--- src/rtl/universal_shift_register_pkg.sv ---
// Shared constants for the universal shift register: mode encodings and defaults.
package universal_shift_register_pkg;

    localparam int unsigned MODE_W        = 2;
    localparam int unsigned DEFAULT_WIDTH = 8;

    localparam logic [MODE_W-1:0] MODE_HOLD = 2'b00;
    localparam logic [MODE_W-1:0] MODE_SHR  = 2'b01;
    localparam logic [MODE_W-1:0] MODE_SHL  = 2'b10;
    localparam logic [MODE_W-1:0] MODE_LOAD = 2'b11;

endpackage

--- src/rtl/universal_shift_register.sv ---
// Universal shift register: hold, shift right, shift left or parallel load each cycle.
// The register is the only state; data_out is driven straight from it.
module universal_shift_register
    import universal_shift_register_pkg::*;
#(
    parameter int unsigned WIDTH = DEFAULT_WIDTH
) (
    input  logic              clk,
    input  logic              rst,
    input  logic [MODE_W-1:0] control,
    input  logic [WIDTH-1:0]  data_in,
    input  logic              shift_in_left,
    input  logic              shift_in_right,
    output logic [WIDTH-1:0]  data_out
);

    logic [WIDTH-1:0] r_data;
    logic [WIDTH-1:0] w_next;

    // Next-value selection; vacated bits come only from the active serial input.
    always_comb begin
        w_next = r_data;
        case (control)
            MODE_HOLD: w_next = r_data;
            MODE_SHR:  w_next = {shift_in_right, r_data[WIDTH-1:1]};
            MODE_SHL:  w_next = {r_data[WIDTH-2:0], shift_in_left};
            MODE_LOAD: w_next = data_in;
            default:   w_next = r_data;
        endcase
    end

    always_ff @(posedge clk or negedge rst) begin
        if (!rst) begin
            r_data <= '0;
        end else begin
            r_data <= w_next;
        end
    end

    assign data_out = r_data;

endmodule

--- config.mk ---
export PLATFORM = sky130hd
export DESIGN_NAME = universal_shift_register
export DESIGN_NICKNAME = d
export VERILOG_FILES = /design/src/rtl/universal_shift_register_pkg.sv /design/src/rtl/universal_shift_register.sv
export SDC_FILE = /design/constraint.sdc
export NUM_CORES = 1
export LEC_CHECK = 0
export ABC_CLOCK_PERIOD_IN_PS = 1460
export CAP_MARGIN = 15
export CORE_AREA = 3 3 40 42
export CTS_CLUSTER_SIZE = 30
export DETAILED_ROUTE_END_ITERATION = 6
export DIE_AREA = 0 0 43 45
export HOLD_SLACK_MARGIN = 0.15
export PLACE_DENSITY = 0.7
export SETUP_SLACK_MARGIN = 0.1
export SYNTH_ARGS = -nofsm -noshare
export SYNTH_HDL_FRONTEND = slang
export SYNTH_SLANG_ARGS = --single-unit
export TNS_END_PERCENT = 50
--- constraint.sdc ---
create_clock -name clk -period 1.46 [get_ports clk]
set_input_delay 0.365 -clock clk [delete_from_list [all_inputs] [get_ports clk]]
set_output_delay 0.365 -clock clk [all_outputs]
set_load 0.02 [all_outputs]
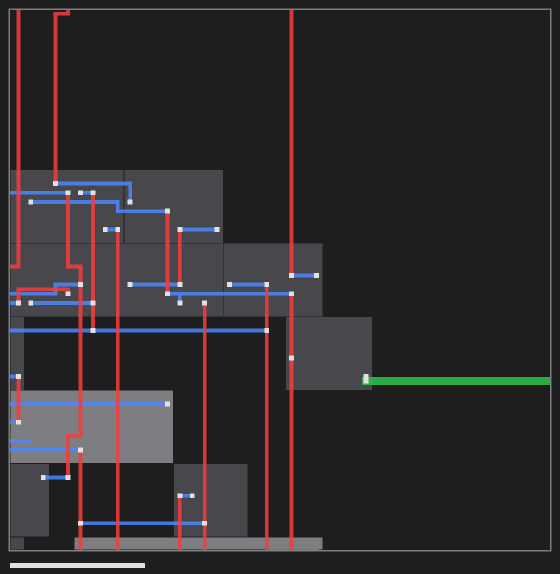
Figure 1: run 1, layout detail.
Scale bar: 5 um. Region (22, 24) to (42, 44) um. Cells in gray, sequential cells in the stronger gray; small squares are vias.
M1: drawn in blue. M3: drawn in green. M2: drawn in red.
Sequential cells in the window: 1. Most frequent: mux4_2 (2). Netlist names of flops here include data_out (1). 7 logic cells have their middle in the window.

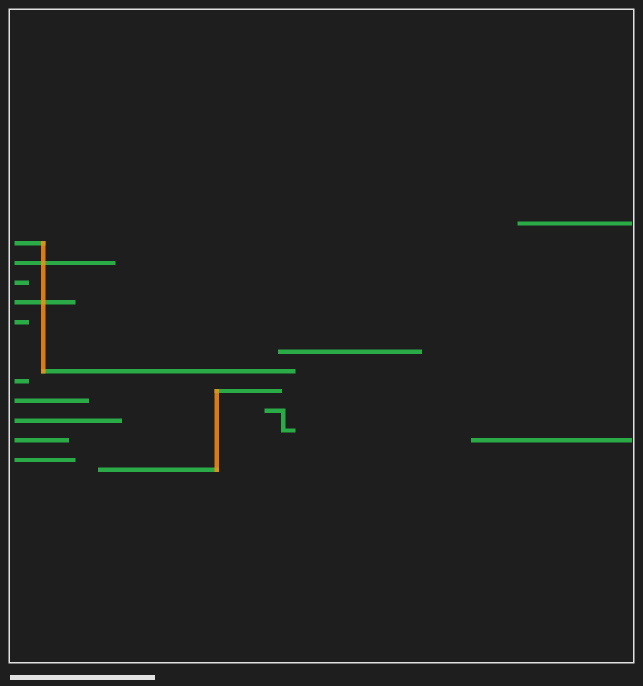
Figure 2: run 1, wiring by layer.
Scale bar: 10 um. Two of the layers only.
M3: drawn in green, wire length 94.7 um. M4: drawn in orange, wire length 14.3 um.

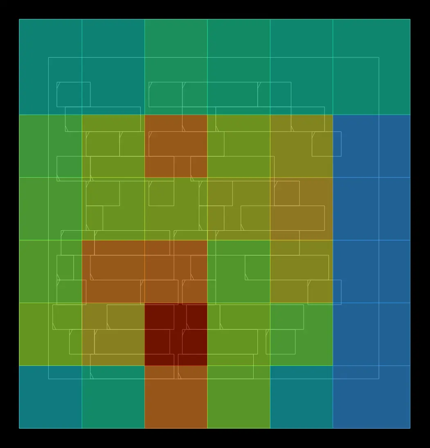
Figure 3: run 1, routing congestion map.
GRT Max-Usage Layer: met2
GR met1 Demand/Resource: 14.99%
routing usage on met3: 8.367%
met2 capacity usage during global routing: 23.35%
Avg WL per Cell: 17.25 um

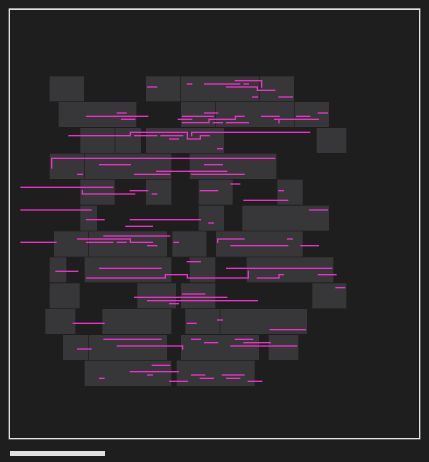
Figure 4: run 1, M1 wires.
Scale bar: 10 um.
The wires run mostly horizontal. The layer holds 33% of the routed length. The layer carries 338 um of wire. The longest straight run is 23.5 um.

## run 1: cell families after synthesis
logic type	share of synthesized area (%)
muxes	44.72
DFF	49.69
buffers and inverters	5.590
## run 1: power by group
group | internal, mW | total [mW] | switching, mW
sequential | 0.270 | 0.314 | 0.0436
combinational | 0.167 | 0.284 | 0.117
clock | 0.0943 | 0.172 | 0.0781
## run 1: through the flow
stage	util, %	hold WS (ps)	instance area (um2)	total power [mW]
after floorplan	-	69.41	402.9	0.4647
after global placement	50.73	598.9	651.9	0.6302
after detailed placement	50.73	607.5	651.9	0.6384
after CTS	52.09	386.2	669.4	0.7925
after global routing	51.41	418.8	660.6	0.8274
final	51.41	387.9	660.6	0.7700
## run 1: path summary, 6_finish.rpt
check                                                to  slack (ps)
worst min register to register  data_out[7]$_DFFE_PN0P_         610
max in group asynchronous       data_out[2]$_DFFE_PN0P_         800
worst min-delay path            data_out[6]$_DFFE_PN0P_         390
min in group clk                data_out[7]$_DFFE_PN0P_         610
worst max register to register  data_out[1]$_DFFE_PN0P_         350
worst max-delay path                        data_out[0]         130
## run 1: layer usage
layer  share of wire, %  GRT usage (%)  up-vias
met4                1.4          7.229        0
li1                   -              -      129
met2                 56          23.35       18
met3                9.2          8.367        4
met5                  0              0        -
met1                 33          14.99      159
## run 1: layout by cell type, fill, tap and decap left out, drive strengths merged
master and count:
dfrtp 8, mux4 8, dlygate4sd2 4, clkbuf 5, clkdlybuf4s50 11, buf 4
clkdlybuf4s15 4
## run 1: what timing repair did
| item | CTS | global route |
|---|---|---|
| setup endpoints to repair | 15 | 7 |
| gates resized | 16 | 3 |
| hold endpoints to repair | 0 | 0 |
==> results.toml, run 1 <==
# flow metrics
[logic_synthesis]
area_leaders = "dfrtp_1 (50%), mux4_2 (45%), buf_6 (5.6%)"
ys_dominant_reg_cell = "dfrtp_1"
synth-edff-count = 0
post_synthesis_async_set_or_reset_flop_share_pct = 100.0
top_area_cell = "dfrtp_1"
most_frequent_cells_after_synthesis = "dfrtp_1 (8), mux4_2 (8), buf_6 (2)"
yosysWarnings = 0
yosysSeqAreaShare_pct = 49.69
ys_chip_area_um2 = 402.9
post-synth-top-area-fraction_pct = 49.69
ys_cells = 18
avgSynthCellArea_um2 = 22.38
syn_inst = 18
syn-num-nets = 32
synth.cell_area_um2 = 402.9
synthDistinctLibCells = 3
synth_flop_count = 8

[clock_network]
cts_post_setup_buffers_inserted = 0
numClockSinks = 8
clock_tree_from_tritoncts = "built"
cts-root-buf = "clkbuf_4"
cts_inserted_buffers = 3
clk-insertion-delay-late_ps = 260
cts_hold_buf = 0
clock_tree.buffer_depth = 2
clk_pin_slew_ps = 60

[final_layout]
largest_register_ffs = 8
layout.area.seq_um2 = 200.2
final-instance-count-excl-fill = 59
nFlopsAndLatches = 8
final-clk-cell-share_pct = 3.409
nMultiInputCombCells = 8
layout-drive-gt1-share_pct = 40.91
inverters_excl_clock = 0
layout.buffer.nonclock.area_share_pct = 36.17
design.final.nets = 60
sh_seq_area_pct = 30.30
combGateArea_um2 = 180.2
largest_cell_class = "buffers"
nClkBuffers = 3
area_delta_synth_final_pct = 63.98
buffers_excl_clock = 25

[setup_path]
worstPathRequired_ps = 1100
cp_slowest_cell = "dfrtp_1"
critical_path.cell_chain = "dlygate4sd2_1"
critical_path.max_stage_delay_ps = 390
r2r_depth = 2
timing.critical_path.arrival_ps = 970
worst_path_dominant_cell_family = "flip-flops"
path_max_fanout = 3
setup.worst_path.start = "data_out[0]$_DFFE_PN0P_"
worst-path-buf-inv = 1
worst_r2r_startpoint = "data_out[2]$_DFFE_PN0P_"
timing.critical_path.to_type = "primary output"
worst_setup_path_start_kind = "flip-flop"
cell_depth_of_the_worst_setup_path = 1
critical_path_type = "flip-flop to primary output"

[placed_design]
dp_hpwl_um = 822.1
cell_total_after_placement = 56
port-buffer-count = 21
routabilityCongestion = 0.7053
pre_cts_slack_ps = -244.3

[detailed_routing]
routed_wirelength_mm = 1.018
detail-route-antenna-nets = 0
drt_first_iter_violations = 8
drt-pass1-iter-count = 2
detailroute.via_count = 310
drc = 0
via_per_inst = 5.254

[floorplan]
fp.coreArea_um2 = 1285
well_tap_count = 15
die_height_um = 45
die.size.x_um = 43
die_area_um2 = 1935
placementRows = 13
initCoreUtil_pct = 31.35
boundaryPins = 22

[timing]
timing.fmax_mhz = 750.9
slew_viol_final = 0
final.period_utilization_pct = 91.21
grt_setup_unrepaired = "yes"
final_period_minus_worst_setup_slack_ps = 1332
finalWorstSetupSlack_ps = 128.3
timing.final.hold_violations = 0
setup-tns-final_ps = 0
setup_viols_final = 0
worst_pin_slew_ps = 372.4
relSlewSlack_pct = 75.09
final.setup_skew_ps = 3.436

[flow_run]
openroad.warnings = 27
maxCapViolations = 0

[power]
peakVddDrop_mv = 0.6134
power_density_nw_per_um2 = 1166
p_leak_nw = 0.2733

[grt]
grt_antenna_before_repair = 0
first_global_vias = 369
maximum_number_of_pins_on_one_net_before_global_route_repair = 9
grt_util_all_layers_pct = 14.41
global_route_wire_length_before_repair_mm = 1.863
global_route.overflow_total = 0

[outcome]
run_status = "finished, final reports clean"

[hold_path]
timing.hold.worst.class = "input pin to asynchronous set/reset pin"
Figure 5. Wire density map (run 1).
9 x 9 tiles, from white (low) to dark blue (high), scaled to the fullest tile. Values are wire area over tile area, all layers added.
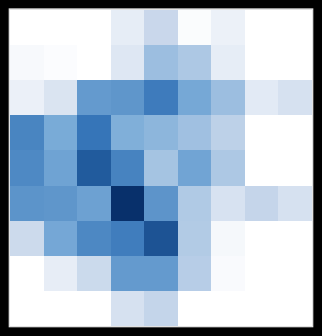

--- run 2 (diff from run 1) ---
PLACE_DENSITY = not set   (was 0.7)
PLACE_DENSITY_LB_ADDON = 0.2   (was not set)
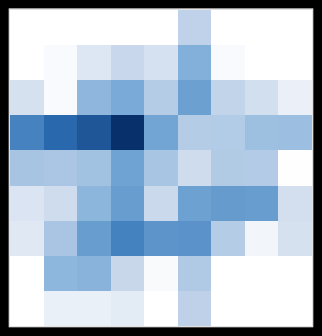
Figure 6: run 2, wire density map.
9 x 9 tiles, from white (low) to dark blue (high), scaled to the fullest tile. Values are wire area over tile area, all layers added.
The mean over all tiles is 0.076. The fullest tile reaches 0.30. 26% of the tiles are nearly empty. 19% of the tiles are over half the peak.
Avg WL per Cell: 15.92 um
total via count after detailed routing: 288
GRT Total Usage: 12.33%
final routed wirelength across all metal layers: 939 um

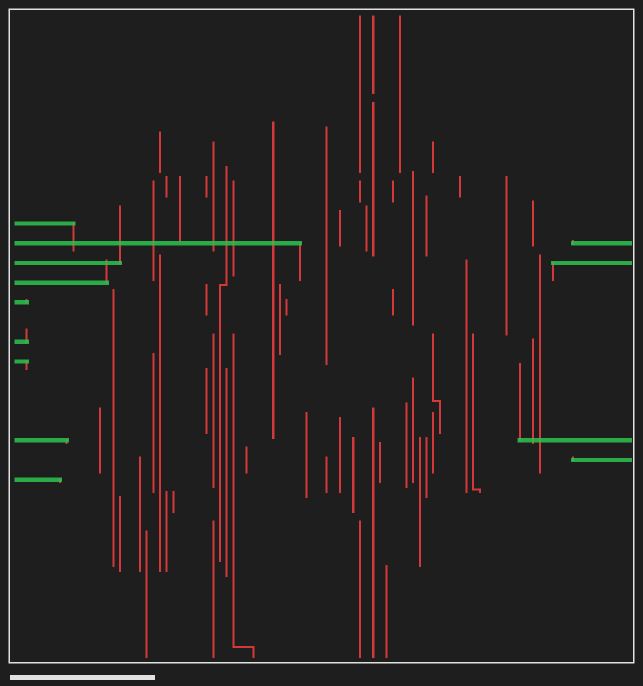
Figure 7: run 2, wiring by layer.
Scale bar: 10 um. Two of the layers only.
M2: drawn in red, wire length 489 um. M3: drawn in green, wire length 66.0 um.

==> run 2 against run 1 <==
Final cell count unchanged. Clock power about the same. Clock-buffer cell count unchanged. Die area unchanged. First-iteration DRC count shrank 88%. Area after synthesis unchanged.
==> results.toml, run 2 <==
# flow metrics
[detailed_routing]
met1_length_um = 383
via_per_inst = 4.881
detail-route-antenna-nets = 0
detailroute.wirelength.met2_um = 489
drc = 0
drt_first_iter_violations = 1
routed-wl-met3_um = 66
drt-pass1-iter-count = 2

[flow_run]
maxCapViolations = 0
openroad.warnings = 27

[timing]
timing.final.hold_violations = 0
worst_pin_slew_ps = 360.1
grt_setup_unrepaired = "yes"
setup-tns-final_ps = 0
finalWorstSetupSlack_ps = 115.8
setup_viols_final = 0
slew_viol_final = 0
final_period_minus_worst_setup_slack_ps = 1344

[logic_synthesis]
synth.cell_area_um2 = 402.9
ys_cells = 18
most_frequent_cells_after_synthesis = "dfrtp_1 (8), mux4_2 (8), buf_6 (2)"
synthDistinctLibCells = 3
area_leaders = "dfrtp_1 (50%), mux4_2 (45%), buf_6 (5.6%)"
ys_chip_area_um2 = 402.9
yosysWarnings = 0
top_area_cell = "dfrtp_1"
yosysSeqAreaShare_pct = 49.69
synth-edff-count = 0
synth_flop_count = 8
ys_dominant_reg_cell = "dfrtp_1"
post-synth-top-area-fraction_pct = 49.69
syn_inst = 18

[grt]
global_route.overflow_total = 0
global_route_wire_length_before_repair_mm = 1.635
maximum_number_of_pins_on_one_net_before_global_route_repair = 9
first_global_vias = 340
grt_antenna_before_repair = 0

[setup_path]
r2r_end = "data_out[1]$_DFFE_PN0P_"
path_max_fanout = 6
critical_path_type = "input pin to flip-flop"
timing.critical_path.arrival_ps = 1460
worst_r2r_startpoint = "data_out[2]$_DFFE_PN0P_"
r2r_depth = 2
critical_path_sink = "data_out[6]$_DFFE_PN0P_"
reg2reg_slack_ps = 350
setup.worst_path.start = "control[0]"
critical_path.max_stage_delay_ps = 490
cp_slowest_cell = "mux4_2"
worstPathRequired_ps = 1580
timing.critical_path.to_type = "flip-flop"

[floorplan]
initCoreUtil_pct = 31.35
die_height_um = 45
boundaryPins = 22
placementRows = 13
die.size.x_um = 43
fp.coreArea_um2 = 1285

[clock_network]
clock_tree.buffer_depth = 2
cts-root-buf = "clkbuf_4"
numClockSinks = 8
cts_inserted_buffers = 3
clock_tree_from_tritoncts = "built"

[final_layout]
design_area_um2 = 650.6
final-instance-count-excl-fill = 59
layout-drive-gt1-share_pct = 45.45
final_common_cell = "clkdlybuf4s50_1"
largest_register_ffs = 8
design.final.nets = 60
final_util_pct = 50.63
area_delta_synth_final_pct = 61.49
layout.cells.most_common_list = "clkdlybuf4s50_1 (12), mux4_2 (8), dfrtp_1 (8)"

[power]
peakVddDrop_mv = 0.4876
p_leak_nw = 0.2719
power_density_nw_per_um2 = 1171
total_power_mw = 0.7616

[placed_design]
routabilityCongestion = 0.6650
cell_total_after_placement = 56
placement.cell_area_um2 = 651.9
pre_cts_slack_ps = -209.6
port-buffer-count = 21

[hold_path]
timing.hold.worst.class = "input pin to asynchronous set/reset pin"

[outcome]
run_status = "finished, final reports clean"
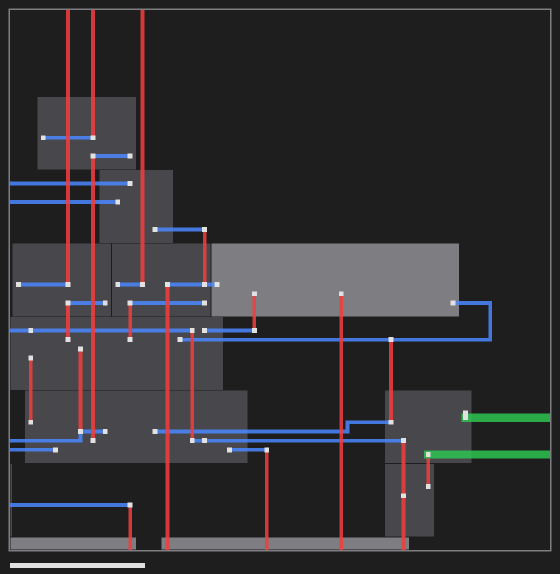
Figure 8: run 2, layout detail.
Scale bar: 5 um. Region (22, 24) to (42, 44) um. Cells in gray, sequential cells in the stronger gray; small squares are vias.
M2: drawn in red. M1: drawn in blue. M3: drawn in green.
Sequential cells in the window: 1. 9 logic cells have their middle in the window. Netlist names of flops here include data_out (1). Most frequent: clkdlybuf4s50_1 (3), mux4_2 (2).

[run 2: layout make-up]
type	count	area, um2	share of cell area, %
well taps	15	18.77	2.885
multi-input cells	8	180.2	27.69
repair buffers	25	229.0	35.19
flip-flops and latches	8	200.2	30.77
clock buffers	3	22.52	3.462
[run 2: kinds of logic after synthesis]
kind of cell  synth area share, %
flops                       49.69
buf+inv                     5.590
mux                         44.72
[run 2: critical path: cells and delay by family]
kind / cells / cell delay (ps)
buffers and inverters: 2 / 600
muxes: 1 / 490
[run 2: timing repair]
| item | 4_1_cts | 5_1_grt |
|---|---|---|
| resized | 14 | 5 |
| hold buffers | 0 | 0 |
| endpoints found under the setup margin | 13 | 9 |
| setup buffers | 0 | 0 |
[run 2: per-layer routing]
layer | GRT usage [%] | vias up
met5 | 0 | -
met4 | 7.229 | 0
met3 | 3.984 | 0
met2 | 19.76 | 13
met1 | 14.62 | 144
li1 | - | 131
[run 2: report_power, final]
group          internal [mW]  leakage (nW)  total [mW]  switching [mW]
sequential             0.270        0.0937       0.316          0.0461
clock                 0.0941        0.0138       0.169          0.0747
combinational          0.161         0.164       0.277           0.116
[run 2: worst min-delay path by stage]
stage | end | cells after the start | startpoint | slack, ps
2_1_floorplan | data_out[0]$_DFFE_PN0P_ | 0 | rst | 70
3_3_place_gp | data_out[7]$_DFFE_PN0P_ | 1 | data_out[7]$_DFFE_PN0P_ | 600
3_5_place_dp | data_out[0]$_DFFE_PN0P_ | 1 | data_out[0]$_DFFE_PN0P_ | 620
4_1_cts | data_out[7]$_DFFE_PN0P_ | 1 | rst | 400
5_1_grt | data_out[7]$_DFFE_PN0P_ | 1 | rst | 410
6_report | data_out[7]$_DFFE_PN0P_ | 1 | rst | 390
No activity file was given, so power comes from the tool's default toggle rates.
